**Run 1: register map, names as in the netlist**

(6 px per um)
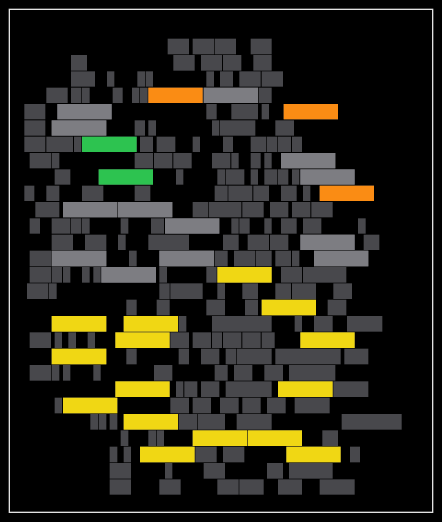
**Run 1: signal wires on met3**

(4 px per um)
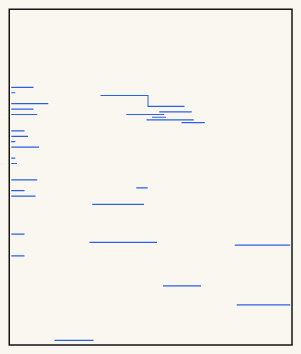
**Run 1: placed cells, one color a class**

(3 px per um)
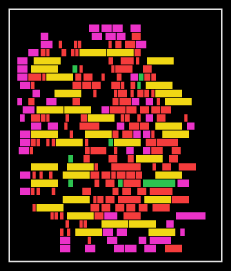
<file path="config.mk">
export PLATFORM = sky130hd
export DESIGN_NAME = pipe_hazard_ctrl
export DESIGN_NICKNAME = d
export VERILOG_FILES = /design/src/rtl/pipe_hazard_ctrl.sv
export SDC_FILE = /design/constraint.sdc
export NUM_CORES = 1
export LEC_CHECK = 0
export CAP_MARGIN = 25
export CORE_ASPECT_RATIO = 1.2
export CORE_MARGIN = 2
export CORE_UTILIZATION = 32
export CTS_BUF_LIST = sky130_fd_sc_hd__clkbuf_2
export DETAILED_ROUTE_END_ITERATION = 12
export GPL_ROUTABILITY_DRIVEN = 0
export GPL_TIMING_DRIVEN = 0
export PLACE_DENSITY_LB_ADDON = 0.2
export REMOVE_ABC_BUFFERS = 1
export SLEW_MARGIN = 20
export SYNTH_ARGS = -nofsm -noshare
export SYNTH_HDL_FRONTEND = slang
export SYNTH_SLANG_ARGS = --single-unit
</file>
<file path="constraint.sdc">
create_clock -name clk -period 5.4 [get_ports clk]
set_clock_uncertainty 0.1 [all_clocks]
set_input_delay 1.62 -clock clk [delete_from_list [all_inputs] [get_ports clk]]
set_output_delay 1.62 -clock clk [all_outputs]
set_load 0.005 [all_outputs]
</file>
<file path="src/rtl/pipe_hazard_ctrl.sv">
// pipe_hazard_ctrl: hazard and forwarding controller for an in-order MIPS
// pipeline. Keeps a scoreboard of the NSTAGE writer stages behind ID. From it
// the block derives load-use and branch stalls, multi-cycle EX holds, the IF
// flush, and the operand-forwarding selects for the ID branch comparator and
// the EX ALU.
module pipe_hazard_ctrl #(
    parameter int NSTAGE = 3,
    parameter int REGW   = 5,
    parameter int MULCYC = 4,
    parameter int FW     = $clog2(NSTAGE + 1)
) (
    input  logic            clk,
    input  logic            rst,
    input  logic            id_valid,
    input  logic [REGW-1:0] id_ra,
    input  logic [REGW-1:0] id_rb,
    input  logic            id_use_a,
    input  logic            id_use_b,
    input  logic [REGW-1:0] id_rd,
    input  logic            id_regwr,
    input  logic            id_load,
    input  logic            id_mcyc,
    input  logic            id_branch,
    input  logic            br_taken,
    output logic            stall_if,
    output logic            stall_id,
    output logic            bubble_ex,
    output logic            ex_hold,
    output logic            if_flush,
    output logic [FW-1:0]   br_fwd_a,
    output logic [FW-1:0]   br_fwd_b,
    output logic [FW-1:0]   ex_fwd_a,
    output logic [FW-1:0]   ex_fwd_b,
    output logic            busy
);

    localparam int SW = $clog2(NSTAGE);
    localparam int CW = $clog2(MULCYC);

    // Scoreboard, index 0 = EX, NSTAGE-1 = WB
    logic [NSTAGE-1:0] v_q;
    logic [NSTAGE-1:0] wr_q;
    logic [NSTAGE-1:0] ld_q;
    logic [NSTAGE-1:0] mc_q;
    logic [REGW-1:0]   rd_q [NSTAGE];

    logic [CW-1:0]     cnt_q, cnt_d;
    logic [FW-1:0]     ex_fwd_a_q, ex_fwd_a_d;
    logic [FW-1:0]     ex_fwd_b_q, ex_fwd_b_d;

    logic [NSTAGE-1:0] match_a_s, match_b_s;
    logic [SW-1:0]     stg_a_s, stg_b_s;
    logic              src_a_s, src_b_s;
    logic              at0_a_s, at0_b_s;
    logic [FW-1:0]     fwd_a_s, fwd_b_s;
    logic              lu_s, brs_s, norm_stall_s, hold_s;

    // Youngest-producer lookup for both ID sources (lowest stage index wins)
    always_comb begin
        stg_a_s = '0;
        stg_b_s = '0;
        for (int k = 0; k < NSTAGE; k++) begin
            match_a_s[k] = v_q[k] & wr_q[k] & (rd_q[k] == id_ra) & (id_ra != '0);
            match_b_s[k] = v_q[k] & wr_q[k] & (rd_q[k] == id_rb) & (id_rb != '0);
        end
        for (int k = NSTAGE - 1; k >= 0; k--) begin
            stg_a_s = match_a_s[k] ? SW'(k) : stg_a_s;
            stg_b_s = match_b_s[k] ? SW'(k) : stg_b_s;
        end
        src_a_s = id_valid & id_use_a & (|match_a_s);
        src_b_s = id_valid & id_use_b & (|match_b_s);
        // WB writes the regfile in the first half-cycle, so it needs no bypass
        fwd_a_s = (src_a_s && (stg_a_s < SW'(NSTAGE - 1))) ? (FW'(stg_a_s) + FW'(1)) : '0;
        fwd_b_s = (src_b_s && (stg_b_s < SW'(NSTAGE - 1))) ? (FW'(stg_b_s) + FW'(1)) : '0;
    end

    // Stall classification from the stage-0 producer flags
    always_comb begin
        at0_a_s      = src_a_s & (stg_a_s == '0);
        at0_b_s      = src_b_s & (stg_b_s == '0);
        lu_s         = id_valid & ~id_branch &
                       ((at0_a_s & ld_q[stg_a_s]) | (at0_b_s & ld_q[stg_b_s]));
        brs_s        = id_valid & id_branch &
                       ((at0_a_s & (ld_q[stg_a_s] | mc_q[stg_a_s])) |
                        (at0_b_s & (ld_q[stg_b_s] | mc_q[stg_b_s])));
        norm_stall_s = lu_s | brs_s;
        hold_s       = (cnt_q != '0);
    end

    // Next state of the multi-cycle counter and EX forward selects
    always_comb begin
        if (hold_s) begin
            cnt_d      = cnt_q - CW'(1);
            ex_fwd_a_d = ex_fwd_a_q;
            ex_fwd_b_d = ex_fwd_b_q;
        end else if (norm_stall_s) begin
            cnt_d      = '0;
            ex_fwd_a_d = '0;
            ex_fwd_b_d = '0;
        end else begin
            cnt_d      = (id_valid & id_mcyc) ? CW'(MULCYC - 1) : '0;
            ex_fwd_a_d = fwd_a_s;
            ex_fwd_b_d = fwd_b_s;
        end
    end

    // Scoreboard shift, counter and EX forward-select registers
    always_ff @(posedge clk or negedge rst) begin
        if (!rst) begin
            v_q        <= '0;
            wr_q       <= '0;
            ld_q       <= '0;
            mc_q       <= '0;
            cnt_q      <= '0;
            ex_fwd_a_q <= '0;
            ex_fwd_b_q <= '0;
            for (int k = 0; k < NSTAGE; k++) begin
                rd_q[k] <= '0;
            end
        end else begin
            cnt_q      <= cnt_d;
            ex_fwd_a_q <= ex_fwd_a_d;
            ex_fwd_b_q <= ex_fwd_b_d;
            for (int k = 1; k < NSTAGE; k++) begin
                v_q[k]  <= v_q[k-1];
                wr_q[k] <= wr_q[k-1];
                ld_q[k] <= ld_q[k-1];
                mc_q[k] <= mc_q[k-1];
                rd_q[k] <= rd_q[k-1];
            end
            if (hold_s) begin
                // EX frozen: MEM sees a bubble, older stages keep draining
                v_q[1] <= 1'b0;
            end else begin
                v_q[0]  <= id_valid & ~norm_stall_s;
                wr_q[0] <= id_regwr;
                ld_q[0] <= id_load;
                mc_q[0] <= id_mcyc;
                rd_q[0] <= id_rd;
            end
        end
    end

    assign stall_if  = hold_s | norm_stall_s;
    assign stall_id  = hold_s | norm_stall_s;
    assign bubble_ex = ~hold_s & norm_stall_s;
    assign ex_hold   = hold_s;
    assign busy      = hold_s;
    assign if_flush  = br_taken & id_valid & ~(hold_s | norm_stall_s);
    assign br_fwd_a  = fwd_a_s;
    assign br_fwd_b  = fwd_b_s;
    assign ex_fwd_a  = ex_fwd_a_q;
    assign ex_fwd_b  = ex_fwd_b_q;

endmodule

</file>
==> flow_metrics.py, run 1 <==
# Physical implementation metrics
metrics = {
    "final_timing": {
        "slew-limit-headroom_pct": 57.5,
        "max_slew.worst_pin.slew_ns": 0.637,
        "finalCritPeriodShare_pct": 100,
        "final.setup.tns_ns": -0.00178,
        "max_clock_freq_mhz": 185,
        "final-setup-viol-count": 1,
        "final_period_minus_worst_setup_slack_ns": 5.40,
        "timing_max_transition_violations_final": 0,
        "hold_slack_ns": 0.302,
        "timing.final.hold_violations": 0,
        "final_critical_path_setup_slack_ns": -0.00178,
        "rsz0062_at_grt": "yes",
    },
    "cells_and_area": {
        "antenna-diode-count": 0,
        "layout_top_cells_excl_fill_tap": "nand2_1 (41), dfrtp_1 (33), clkdlybuf4s50_1 (26)",
        "finalNetCount": 256,
        "stdcell_area_um2": 2480,
        "instances_no_fill": 291,
        "fillCellCount": 469,
        "logic_area_um2": 970,
        "ff_latch_area_um2": 826,
    },
    "job": {
        "openroad_warning_count": 27,
        "max-cap-violations": 0,
    },
    "setup_path": {
        "critPathMaxStageDelay_ns": 0.33,
        "crit_path_top_delay_cell": "a211o_2",
        "worst-r2r-cell-count": 11,
        "critical_path.startpoint": "id_ra[3]",
        "worst-endpoint-arrival_ns": 3.68,
        "top_fanout_value_on_the_critical_path": 8,
        "regToRegEndpoint": "cnt_q[1]",
        "cp_top_family": "AND-OR/OR-AND gates",
        "crit_end": "bubble_ex",
        "timing.setup.critical_path_class": "in -> out",
        "r2r_path_start": "rd_q[8]",
        "cp.buffers_inverters": 3,
        "timing.critical_path.cells": "buf_12 > xor2_2 > a211o_2 > or2_4 > nand3_2 > ha_2 > and3_4 > a21oi_2 > o22a_1 > o21ai_4 > buf_6 > and2_4 > buf_6",
        "cp-end-kind": "output port",
        "setup_slack_of_the_worst_register_to_register_path_ns": 2.54,
    },
    "pwr": {
        "seq_power_share_pct": 49.2,
        "cellPowerDensity_nw_per_um2": 316,
        "power_top_consumer": "registers",
        "power.clock.fraction_pct": 20.8,
        "power.internal_mw": 0.515,
        "switching_share_pct": 34.4,
        "pg_clk_mw": 0.164,
        "peakVddDrop_mv": 0.180,
        "combinationalPower_mw": 0.235,
        "power_leakage_nw": 1.08,
        "power_mw": 0.786,
    },
    "synth": {
        "synth.cellmix.simpleShare_pct": 23.3,
        "sequential_share_of_the_synthesized_area_pct": 48.9,
        "synth.cellmix.adderShare_pct": 0.741,
        "synth_stat.cells": 175,
        "yosysTopAreaCellShare_pct": 48.9,
        "mappedNetlistArea_um2": 1690,
        "synth_xor_xnor_area_share_pct": 13.0,
        "synth_chip_area_um2": 1690,
        "topCellsByArea": "dfrtp_1 (49%), nand2_1 (9.3%), xnor2_1 (6.7%), xor2_1 (6.2%), o21ai_0 (1.8%)",
        "post_synth_edffs": 0,
        "post_synth_mux_area_share_pct": 0,
        "syn-mean-instance-area_um2": 9.65,
        "ffs_w_async_s_r_synth_pct": 100,
        "most_used_flip_flop_cell_after_synthesis": "dfrtp_1",
        "yosys-dominant-comb-family": "simple AND/OR/NAND/NOR gates",
    },
    "clock_tree": {
        "clockBufferDepth": 2,
        "ctsRootBufferMaster": "clkbuf_2",
        "cts.clk_slew.worst_paths_ns": 0.17,
        "cts_made_buffers": 5,
        "htreeDepth": 2,
        "cts_tree": "built",
        "cts_post_setup_buffers_inserted": 10,
        "post_cts_hold_buffer_count": 0,
        "clkLatencyLatePin_ns": 0.37,
        "postCtsResizedCells": 61,
        "clk_sinks": 33,
    },
    "placed_design": {
        "place_area_um2": 2130,
        "numPlacedInstances": 268,
        "dpl.hpwl_mm": 2.99,
        "detailedPlace.worstSlack_ns": -1.12,
    },
    "route": {
        "dr.max_layer_used": "met4",
        "drt-met1-wl_mm": 1.91,
        "final_antenna_net_count": 0,
        "drcViolationCount": 0,
        "detail_route.wl_per_cell_um": 14.8,
        "vias_per_cell": 5.07,
        "wl_met2_mm": 2.14,
        "routed-wl-met3_um": 201,
        "first_pass_iters": 4,
        "first_iter_violations": 66,
    },
    "floorplan": {
        "fp_util_pct": 33.7,
        "die_h_um": 83.6,
        "ios": 39,
        "core.rowCount": 28,
    },
    "worst_hold_path": {
        "holdCritStartpoint": "ld_q[1]",
        "whs_endpoint": "ld_q[2]",
        "min-delay-path-class": "reg -> reg",
    },
    "global_routing": {
        "gr-usage-met1_pct": 17.7,
        "gr-usage-met2_pct": 25.3,
        "gr-max-usage-layer": "met2",
        "grt_max_degree": 21,
        "grt_overflow": 0,
        "grt.total_usage_pct": 14.9,
        "first_pass_grt_wire_length_mm": 6.92,
        "grt_antenna_before_repair": 0,
        "met3_usage_pct": 3.62,
    },
    "status": {
        "violations": "setup timing",
        "outcome": "finished, violations left",
    },
}
Notes on 'register map, names as in the netlist' above:
green -> `cnt_q`  # sequential cells 2
yellow -> `rd_q`  # sequential cells 15
orange -> `mc_q`  # sequential cells 3
sequential group power: 0.387 mW
end-of-flow core utilization: 49.6%
proportion of cell area occupied by registers: 33.2%

Notes on 'signal wires on met3' above:
wire length on this layer = 201 um
main direction = horizontal
share of all routed wire = 4.7%
longest straight run = 16.6 um
final routed wirelength across all metal layers: 4.32 mm
routed via count: 1475

Notes on 'placed cells, one color a class' above:
yellow -> flip-flops  # cells 33, share of their area 34%
green -> clock drivers and dummy loads  # cells 8, share of their area 2.6%
magenta -> other buffers and delay cells  # cells 54, share of their area 22%
red -> all other logic  # cells 136, share of their area 41%

[run 1: state kept, by name, summed over array words and instances (netlist names)]
name,cells
mc_q,3
cnt_q,2
ex_fwd_b,2
rd_q,15
v_q,3
ld_q,3
wr_q,3
ex_fwd_a,2
[run 1: worst reg2reg max path: stages (launching register included)]
cell and delay [ns]:
dfrtp_1 0.47, xor2_2 0.20, a211o_2 0.33, nor2_1 0.12
nand2_1 0.07, ha_2 0.16, and3_4 0.21, and3_1 0.19
a32oi_1 0.17, o21ai_0 0.17, nor4b_1 0.46, a22o_1 0.20
[run 1: final cells by class]
cell class                 count  area share [%]
clock buffer                   6            1.21
clock inverter                 2            1.36
inverter                       7            1.06
multi-input combinational    129            39.0
sequential                    33            33.2
tap                           60            3.02
timing repair buffer          54            21.1
==> inputs of run 2 (changes only) <==
- HOLD_SLACK_MARGIN: unset -> 0.02
- SETUP_SLACK_MARGIN: unset -> 0.05
**Run 2: metal layers overlaid**

(4 px per um) Two of the layers only.
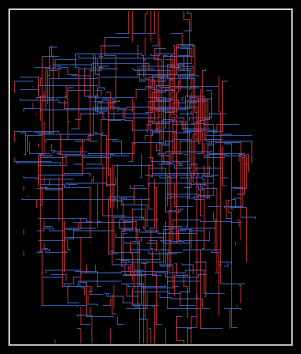
blue -> met1  # wire length 1970 um
red -> met2  # wire length 2200 um
GRT Resource Usage Total: 15.0%
routed via count: 1485
final routed wire length divided by cell count: 15.0 um
final routed wirelength across all metal layers: 4.41 mm

**Run 2: register map, names as in the netlist**

(6 px per um)
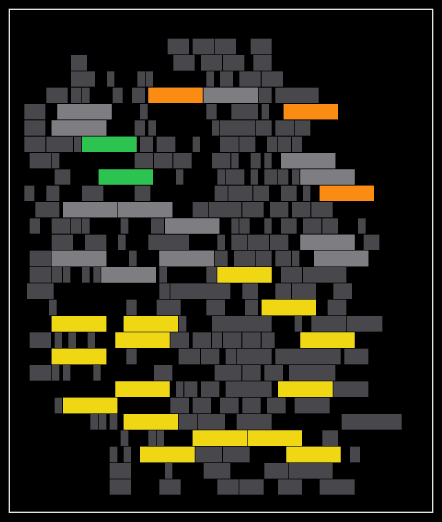
orange -> `mc_q`  # sequential cells 3
green -> `cnt_q`  # sequential cells 2
yellow -> `rd_q`  # sequential cells 15
sequential group power: 0.388 mW
end-of-flow core utilization: 51.6%
storage element area: 826 um2
proportion of cell area occupied by registers: 32.0%

==> flow_metrics.py, run 2 <==
# Physical implementation metrics
metrics = {
    "global_routing": {
        "gr-max-usage-layer": "met2",
        "gr-usage-met2_pct": 25.5,
        "grt_max_degree": 21,
        "gr-usage-met1_pct": 17.9,
        "met3_usage_pct": 3.62,
        "grt_overflow": 0,
        "first_pass_grt_wire_length_mm": 6.98,
    },
    "pwr": {
        "combinationalPower_mw": 0.246,
        "power.internal_mw": 0.521,
        "power.clock.fraction_pct": 20.6,
        "power_top_consumer": "registers",
        "seq_power_share_pct": 48.6,
        "pg_clk_mw": 0.164,
        "power_leakage_nw": 1.16,
        "power_mw": 0.799,
        "cellPowerDensity_nw_per_um2": 309,
    },
    "route": {
        "routed-wl-met3_um": 172,
        "first_iter_violations": 56,
        "first_pass_iters": 4,
        "dr.max_layer_used": "met4",
        "drt-met1-wl_mm": 1.97,
        "final_antenna_net_count": 0,
    },
    "setup_path": {
        "setup_slack_of_the_worst_register_to_register_path_ns": 2.54,
        "critical_path.startpoint": "id_ra[3]",
        "worst-endpoint-arrival_ns": 3.70,
        "crit_end": "bubble_ex",
        "critPathMaxStageDelay_ns": 0.34,
        "crit_path_top_delay_cell": "a211o_2",
        "top_fanout_value_on_the_critical_path": 4,
        "cp.buffers_inverters": 5,
        "cp-end-kind": "output port",
        "r2r_path_start": "rd_q[8]",
        "regToRegEndpoint": "cnt_q[1]",
        "worst-r2r-cell-count": 11,
    },
    "clock_tree": {
        "cts_tree": "built",
        "htreeDepth": 2,
        "cts_made_buffers": 5,
        "clkLatencyLatePin_ns": 0.38,
        "post_cts_hold_buffer_count": 0,
        "ctsRootBufferMaster": "clkbuf_2",
        "clk_sinks": 33,
    },
    "cells_and_area": {
        "finalNetCount": 260,
        "largest_register_ff_count": 15,
        "stdcell_area_um2": 2580,
        "largest_register": "rd_q",
        "layout_top_cells_excl_fill_tap": "nand2_1 (41), dfrtp_1 (33), clkdlybuf4s50_1 (22)",
        "antenna-diode-count": 0,
        "instances_no_fill": 295,
    },
    "final_timing": {
        "final_period_minus_worst_setup_slack_ns": 5.42,
        "final.setup.tns_ns": -0.0292,
        "final-setup-viol-count": 3,
        "hold_slack_ns": 0.303,
        "slew-limit-headroom_pct": 57.8,
        "rsz0062_at_grt": "yes",
        "max_clock_freq_mhz": 184,
        "timing_max_transition_violations_final": 0,
        "final_critical_path_setup_slack_ns": -0.0228,
        "timing.final.hold_violations": 0,
        "finalCritPeriodShare_pct": 100,
    },
    "synth": {
        "ffs_w_async_s_r_synth_pct": 100,
        "topCellsByArea": "dfrtp_1 (49%), nand2_1 (9.3%), xnor2_1 (6.7%), xor2_1 (6.2%), o21ai_0 (1.8%)",
        "syn-mean-instance-area_um2": 9.65,
        "synth_chip_area_um2": 1690,
        "synth_stat.cells": 175,
        "mappedNetlistArea_um2": 1690,
        "yosysTopAreaCellShare_pct": 48.9,
        "post_synth_edffs": 0,
    },
    "placed_design": {
        "dpl.hpwl_mm": 2.99,
        "numPlacedInstances": 268,
        "detailedPlace.worstSlack_ns": -1.12,
        "place_area_um2": 2130,
    },
    "job": {
        "openroad_warning_count": 27,
        "max-cap-violations": 0,
    },
    "status": {
        "violations": "setup timing",
        "outcome": "finished, violations left",
    },
    "worst_hold_path": {
        "holdCritStartpoint": "ld_q[1]",
        "whs_endpoint": "ld_q[2]",
    },
    "floorplan": {
        "die_h_um": 83.6,
        "fp_util_pct": 33.7,
        "core.rowCount": 28,
        "ios": 39,
    },
}
[run 2: cell counts after synthesis]
No cell type changed its count.
[run 2: cells by family (layout without fill, tap and decap cells)]
logic type,Yosys count,in the layout,share of synthesized area [%]
simple gates,80,80,23.3
flops,33,33,48.9
xor+xnor,25,25,13.0
compound gates,23,23,10.1
buf+inv,13,73,4.00
fa+ha+maj,1,1,0.741
[run 2: repair_timing]
item / CTS / global route
resized: 63 / 35
pin swaps: 9 / 18
setup endpoints to repair: 8 / 7
buffers inserted: 10 / 9
[run 2: layout make-up]
cell class / instances / area [um2]
Timing Repair Buffer: 58 / 581
Multi-Input combinational cell: 129 / 1010
Inverter: 7 / 26.3
Fill cell: 457 / 2430
Sequential cell: 33 / 826
Clock inverter: 2 / 33.8
Clock buffer: 6 / 30.0
Tap cell: 60 / 75.1
==> inputs of run 3 (changes only) <==
- ABC_AREA: unset -> 1
- CTS_BUF_LIST: sky130_fd_sc_hd__clkbuf_2 -> unset
**Run 3: signal wires on met3**

(4 px per um)
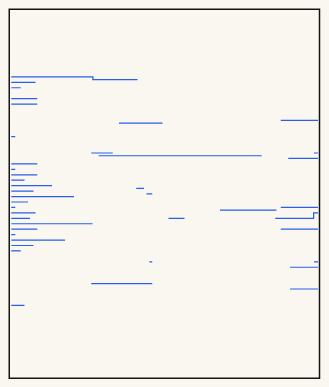
nets with wire on the layer = 38
share of all routed wire = 6.2%
M3 GR Usage: 4.04%
routed via count: 1888

**Run 3: cell placement**

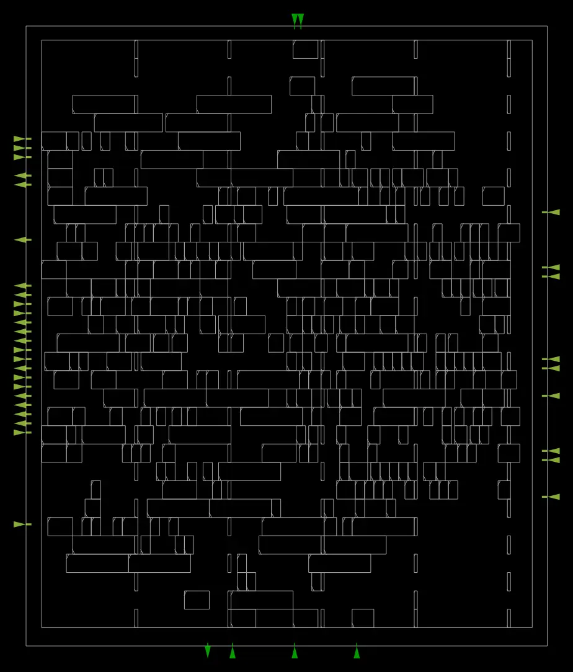
number of standard-cell rows in the floorplan: 32
Flop Count: 33
Core Box Area: 6330 um2
proportion of cell area occupied by registers: 29.9%

==> flow_metrics.py, run 3 <==
# Physical implementation metrics
metrics = {
    "status": {
        "outcome": "finished clean",
    },
    "setup_path": {
        "r2r_path_start": "rd_q[7]",
        "timing.setup.critical_path_class": "in -> out",
        "cp.buffers_inverters": 3,
        "cp-end-kind": "output port",
        "worst-r2r-cell-count": 17,
        "critical_path.startpoint": "id_ra[2]",
        "critPathMaxStageDelay_ns": 0.56,
        "crit_path_top_delay_cell": "clkdlybuf4s50_1",
        "setup_slack_of_the_worst_register_to_register_path_ns": 3.10,
        "worst-endpoint-arrival_ns": 3.59,
        "cp_top_family": "buffers and inverters",
    },
    "job": {
        "max-cap-violations": 0,
        "openroad_warning_count": 26,
    },
    "synth": {
        "most_used_flip_flop_cell_after_synthesis": "dfrtp_1",
        "post_synth_edffs": 0,
        "synth_stat.cells": 287,
        "mappedNetlistArea_um2": 2060,
        "syn-mean-instance-area_um2": 7.17,
        "post_synth_mux_area_share_pct": 0,
        "post_synth_ao_oa_area_fraction_pct": 2.98,
        "yosys-dominant-comb-family": "simple AND/OR/NAND/NOR gates",
        "synth_chip_area_um2": 2060,
        "yosysTopAreaCellShare_pct": 40.1,
        "synth_xor_xnor_area_share_pct": 4.68,
        "topCellsByArea": "dfrtp_1 (40%), nand2_1 (20%), nor2_1 (5.3%), inv_1 (4.9%), nand3_1 (4.1%)",
        "synth.cellmix.simpleShare_pct": 42.7,
        "synth.cellmix.adderShare_pct": 0.608,
        "sequential_share_of_the_synthesized_area_pct": 40.1,
    },
    "final_timing": {
        "max_slew.worst_pin.slew_ns": 0.800,
        "final.setup.tns_ns": 0,
        "max_clock_freq_mhz": 188,
        "slew-limit-headroom_pct": 46.6,
        "hold_slack_ns": 0.277,
        "final-setup-viol-count": 0,
        "rsz0062_at_grt": "no",
        "final_period_minus_worst_setup_slack_ns": 5.31,
    },
    "pwr": {
        "power_leakage_nw": 1.45,
        "peakVddDrop_mv": 0.245,
        "power_mw": 1.17,
        "cellPowerDensity_nw_per_um2": 425,
    },
    "clock_tree": {
        "cts_tree": "built",
        "cts_made_buffers": 5,
        "clk_sinks": 33,
        "htreeDepth": 2,
        "clockBufferDepth": 2,
        "ctsRootBufferMaster": "clkbuf_8",
        "cts.clk_slew.worst_paths_ns": 0.07,
    },
    "cells_and_area": {
        "clock_cell_area_share_pct": 4.85,
        "antenna-diode-count": 0,
        "comb_share_pct": 40.2,
        "multi_input_comb_cells": 211,
        "layout.buffer.nonclock.area_share_pct": 16.2,
        "largest_register": "rd_q",
        "largest_register_ff_count": 15,
        "ff_latch_area_um2": 826,
        "stdcell_area_um2": 2760,
        "final.signal_inverter_count": 36,
        "final_util_pct": 43.6,
        "final.signal_buffer_count": 49,
    },
    "worst_hold_path": {
        "min-delay-path-class": "reg -> reg",
        "holdCritStartpoint": "wr_q[1]",
        "whs_endpoint": "wr_q[2]",
    },
    "global_routing": {
        "first_pass_grt_wire_length_mm": 8.63,
        "gr-usage-met2_pct": 25.8,
        "grt_max_degree": 20,
        "grt_overflow": 0,
        "gr-usage-met1_pct": 19.5,
        "grt.total_usage_pct": 15.4,
        "grt_antenna_before_repair": 0,
    },
    "route": {
        "first_iter_violations": 94,
        "drcViolationCount": 0,
        "detail_route.wl_per_cell_um": 12.1,
        "drt-met1-wl_mm": 2.26,
        "first_pass_iters": 4,
        "routed_wl_mm": 5.11,
        "final_antenna_net_count": 0,
    },
    "floorplan": {
        "nWellTaps": 85,
        "fp_util_pct": 32.5,
        "ios": 39,
    },
    "placed_design": {
        "place_area_um2": 2520,
        "numPlacedInstances": 404,
    },
}
run 3: cell count changes in the layout (fill, tap and decap cells not counted), sizes merged, moves of 5 or more:
cell,change
buf,-11
dlygate4sd2,+5
dlymetal6s2s,-5
inv,+29
nand2,+74
nand3,+16
nand4,+6
nor2,+33
xnor2,-7
xor2,-7
run 3: power breakdown:
part | switching [mW] | internal [mW]
sequential | 0.0923 | 0.355
combinational | 0.267 | 0.184
clock | 0.0915 | 0.183
total | 0.450 | 0.722
run 3: what timing repair did:
item	in CTS	in global routing
buffers inserted	7	3
hold buffers	0	0
gates resized	38	18
pin swaps	5	11
endpoints found under the setup margin	5	5
Power and IR drop assume default switching activity.
